$ cat src/rtl/spi_reg_bank_sync.sv
// spi_reg_bank_sync: oversampled SPI-slave control-register bank with set/clear/toggle and read-back
module spi_reg_bank_sync #(
  parameter int NREG = 16,
  parameter int RW = 8,
  parameter logic [RW-1:0] RESET_VAL = '0,
  parameter int ERR_W = 8
) (
  input  logic                 clk,
  input  logic                 rst_n,
  input  logic                 spi_clk,
  input  logic                 spi_cs,
  input  logic                 spi_din,
  output logic                 spi_dout,
  output logic [NREG*RW-1:0]   reg_out,
  output logic                 wr_stb,
  output logic [5:0]           wr_addr,
  output logic [ERR_W-1:0]     err_cnt
);
  localparam int FRAME = 8 + 2 * RW;
  localparam int CW = $clog2(FRAME + 2);
  typedef enum logic [1:0] {IDLE, SHIFT, COMMIT} state_t;
  state_t r_state, w_next;
  logic [2:0] r_clk_s, r_cs_s, r_din_s;
  logic [1:0] r_settle;
  logic r_armed;
  logic [FRAME-1:0] r_sr;
  logic [CW-1:0] r_cnt;
  logic [RW-1:0] r_tx;
  logic r_dout;
  logic [NREG*RW-1:0] r_bank;
  logic r_stb;
  logic [5:0] r_waddr;
  logic [ERR_W-1:0] r_err;
  logic w_cs_fall, w_cs_rise, w_clk_fall, w_clk_rise, w_din;
  logic w_start, w_sample, w_drive, w_commit;
  logic [FRAME-1:0] w_sr_next;
  logic [1:0] w_op;
  logic [5:0] w_cmd_addr;
  logic [RW-1:0] w_set, w_clr, w_cur, w_new, w_rd;
  logic w_full, w_in_range, w_accept, w_err;
  function automatic logic [RW-1:0] f_rd(input logic [5:0] addr, input logic [NREG*RW-1:0] bank);
    logic [RW-1:0] v;
    v = '0;
    for (int k = 0; k < NREG; k++) if (addr == 6'(k)) v = bank[k*RW +: RW];
    return v;
  endfunction
  assign w_cs_fall  = ~r_cs_s[1] & r_cs_s[2] & r_armed;
  assign w_cs_rise  = r_cs_s[1] & ~r_cs_s[2];
  assign w_clk_fall = ~r_clk_s[1] & r_clk_s[2];
  assign w_clk_rise = r_clk_s[1] & ~r_clk_s[2];
  assign w_din      = r_din_s[2];
  assign w_sr_next  = {r_sr[FRAME-2:0], w_din};
  assign w_op       = r_sr[FRAME-1 -: 2];
  assign w_cmd_addr = r_sr[FRAME-3 -: 6];
  assign w_set      = r_sr[RW +: RW];
  assign w_clr      = r_sr[RW-1:0];
  assign w_full     = r_cnt == CW'(FRAME);
  assign w_in_range = 32'(w_cmd_addr) < NREG;
  assign w_accept   = w_commit & w_full & (w_op == 2'b01 | w_op == 2'b10) & w_in_range;
  assign w_err      = w_commit & ~w_full;
  assign spi_dout   = r_dout;
  assign reg_out    = r_bank;
  assign wr_stb     = r_stb;
  assign wr_addr    = r_waddr;
  assign err_cnt    = r_err;
  // Synchronise pins; a frame already running at reset release stays disarmed until cs is seen high
  always_ff @(posedge clk) begin
    if (!rst_n) begin
      r_clk_s  <= 3'b000;
      r_cs_s   <= 3'b111;
      r_din_s  <= 3'b000;
      r_settle <= 2'd0;
      r_armed  <= 1'b0;
    end else begin
      r_clk_s  <= {r_clk_s[1:0], spi_clk};
      r_cs_s   <= {r_cs_s[1:0], spi_cs};
      r_din_s  <= {r_din_s[1:0], spi_din};
      r_settle <= r_settle + 2'(r_settle != 2'd2);
      r_armed  <= r_armed | (r_settle == 2'd2 & r_cs_s[1]);
    end
  end
  // Frame FSM state register
  always_ff @(posedge clk) begin
    if (!rst_n) r_state <= IDLE;
    else r_state <= w_next;
  end
  // Next state and datapath strobes; clk edges are only honoured inside a frame
  always_comb begin
    w_next   = r_state;
    w_start  = 1'b0;
    w_sample = 1'b0;
    w_drive  = 1'b0;
    w_commit = 1'b0;
    case (r_state)
      IDLE: begin
        w_start = w_cs_fall;
        w_next  = w_cs_fall ? SHIFT : IDLE;
      end
      SHIFT: begin
        w_commit = w_cs_rise;
        w_sample = ~w_cs_rise & w_clk_fall;
        w_drive  = ~w_cs_rise & w_clk_rise;
        w_next   = w_cs_rise ? COMMIT : SHIFT;
      end
      default: w_next = IDLE;
    endcase
  end
  // Register reads for modify and for the MISO load after the command byte
  always_comb begin
    w_cur = f_rd(w_cmd_addr, r_bank);
    w_rd  = f_rd(w_sr_next[5:0], r_bank);
    w_new = w_op[1] ? (((w_cur | w_set) & ~w_clr) | (w_set & w_clr & ~w_cur)) : w_set;
  end
  // MOSI shift/count on spi_clk fall, MISO shift on spi_clk rise
  always_ff @(posedge clk) begin
    if (!rst_n || w_start) begin
      r_sr   <= '0;
      r_cnt  <= '0;
      r_tx   <= '0;
      r_dout <= 1'b0;
    end else begin
      if (w_sample) begin
        r_sr  <= w_sr_next;
        r_cnt <= r_cnt + CW'(r_cnt != CW'(FRAME + 1));
        if (r_cnt == CW'(7)) r_tx <= w_rd;
      end
      if (w_drive) begin
        r_dout <= r_tx[RW-1];
        r_tx   <= r_tx << 1;
      end
    end
  end
  // Register bank, updated when a well-formed write or modify frame ends
  always_ff @(posedge clk) begin
    if (!rst_n) r_bank <= {NREG{RESET_VAL}};
    else if (w_accept)
      for (int k = 0; k < NREG; k++) if (w_cmd_addr == 6'(k)) r_bank[k*RW +: RW] <= w_new;
  end
  // Commit strobe, last committed address and saturating frame-error counter
  always_ff @(posedge clk) begin
    if (!rst_n) begin
      r_stb   <= 1'b0;
      r_waddr <= 6'd0;
      r_err   <= '0;
    end else begin
      r_stb <= w_accept;
      if (w_accept) r_waddr <= w_cmd_addr;
      if (w_err && !(&r_err)) r_err <= r_err + 1'b1;
    end
  end
endmodule

$ cat config.mk
export PLATFORM = sky130hd
export DESIGN_NAME = spi_reg_bank_sync
export DESIGN_NICKNAME = d
export VERILOG_FILES = /design/src/rtl/spi_reg_bank_sync.sv
export SDC_FILE = /design/constraint.sdc
export NUM_CORES = 1
export LEC_CHECK = 0
export ABC_CLOCK_PERIOD_IN_PS = 3100
export CAP_MARGIN = 10
export CORE_MARGIN = 2
export CORE_UTILIZATION = 40
export CTS_CLUSTER_SIZE = 20
export DETAILED_ROUTE_END_ITERATION = 8
export SLEW_MARGIN = 25
export SYNTH_ARGS = -nofsm -noshare
export SYNTH_HDL_FRONTEND = slang
export SYNTH_SLANG_ARGS = --single-unit
$ cat constraint.sdc
create_clock -name clk -period 3.1 [get_ports clk]
set_input_delay 0.62 -clock clk [delete_from_list [all_inputs] [get_ports clk]]
set_output_delay 0.62 -clock clk [all_outputs]
set_load 0.01 [all_outputs]
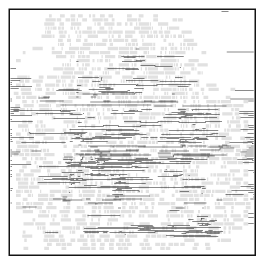
met3.png
(1.5 px per um) Cells faint in the background.
- main direction: horizontal
- longest straight run: 87.9 um

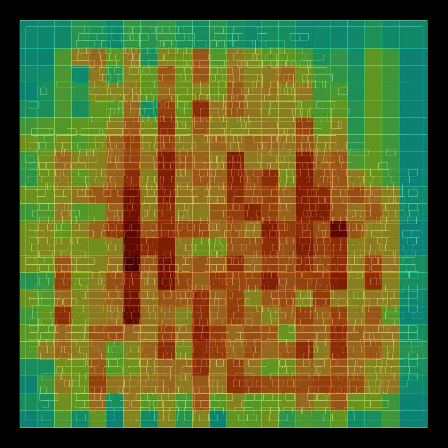
final_congestion.png
met1 Resource Use GR: 0.436
drt wl/cell: 23.0 um
GRT Total Usage: 0.299
fin util: 0.515
most used routing layer: met2

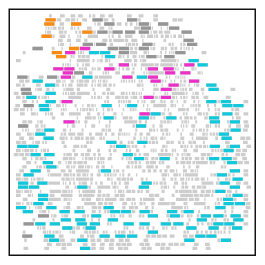
registers.png
(1.5 px per um) Other sequential cells in the stronger gray, the rest of the logic in the fainter gray.
- magenta: r_sr (sequential cells 24)
- orange: err_cnt (sequential cells 8; where top left)
- cyan: reg_out (sequential cells 128)
- not colored: 35

==> reports/results.ini <==
[cts]
cts.clk_slew.worst_paths_ns = 0.08
clock_sinks = 195

[power_and_ir_drop]
p_comb_uw = 88.6
clock_power_share = 0.471
power.internal_mw = 3.76
power_leader = sequential cells

[timing]
slew_headroom = 0.408
final_hold_viol_count = 0
fin_tns_setup_ns = 0
rsz0062_at_grt = false

[cells_and_area]
nets = 1390
fill_cells = 2375
layout_top_cells = 191 x dfxtp_1, 147 x clkdlybuf4s50_1, 133 x nand2_1, 124 x o21ai_0, 99 x a21oi_1
syn2layout_area_growth_pct = 27.4

[critical_path]
cp-start-kind = flop
cp_max_fo = 21
r2r-start = r_sr[16]

[detailed_routing]
dr_wl_met2_mm = 17.2
ant_nets = 0
via_per_inst = 6.12
firstDrtPassIters = 8

[status]
outcome = completed

[global_route]
grt_pass1_wl_mm = 60.5
met3_usage = 0.0531

[synth]
yosysTopAreaCell = dfxtp_1
synth_warnings = 0
synthFlopType = dfxtp_1

[floorplan]
fp.dieW_um = 163

[placement]
port_buffers = 148
dpl_cell_area_um2 = 12300

## logic make-up after synthesis
| logic type | after synthesis | share of synthesized area |
|---|---|---|
| adder cells (fa/ha/maj) | 4 | 0.00495 |
| buffers and inverters | 120 | 0.0554 |
| flip-flops | 195 | 0.386 |
| AND-OR/OR-AND | 428 | 0.258 |
| multiplexers | 78 | 0.102 |
| XOR/XNOR | 10 | 0.00866 |
| AND/OR/NAND/NOR | 385 | 0.185 |
## final cells by class
class	instances	area (um^2)	area share
Clock buffer	17	425	0.0330
Clock inverter	14	170	0.0132
Inverter	21	78.8	0.00612
Multi-Input combinational cell	905	5700	0.442
Sequential cell	195	3910	0.303
Tap cell	330	413	0.0320
Timing Repair Buffer	241	2190	0.170
## worst max-delay path, delay by kind of cell, from the launching register on
kind                   cells  cell delay (ns)
AOI/OAI and AO/OA          3             0.62
buffers and inverters      1             0.37
DFF                        1             0.70
and+or+nand+nor            3             1.07
## worst max-delay path by stage
stage	start	to	slack (ns)
after floorplan	r_sr[16]	reg_out[83]	0.72
after global placement	r_sr[17]	reg_out[66]	0.30
after detailed placement	r_sr[17]	reg_out[74]	0.20
after CTS	r_sr[17]	reg_out[74]	0.20
after global routing	r_sr[16]	reg_out[69]	0.06
final	r_sr[16]	reg_out[53]	0.19
## state kept, by name (all words and copies together), names as in the netlist, 3 cells and up
signal / count
r_tx: 8
reg_out: 128
wr_addr: 6
r_cs_s: 3
r_clk_s: 3
r_cnt: 5
r_din_s: 3
err_cnt: 8
r_sr: 24
## through the flow
stage	power, mW	cells
2_1_floorplan	2.64	1220
3_3_place_gp	2.67	1691
3_5_place_dp	2.67	1691
4_1_cts	4.95	1722
5_1_grt	5.06	1723
6_report	4.94	1723
Power is estimated from default activity; no workload was simulated.
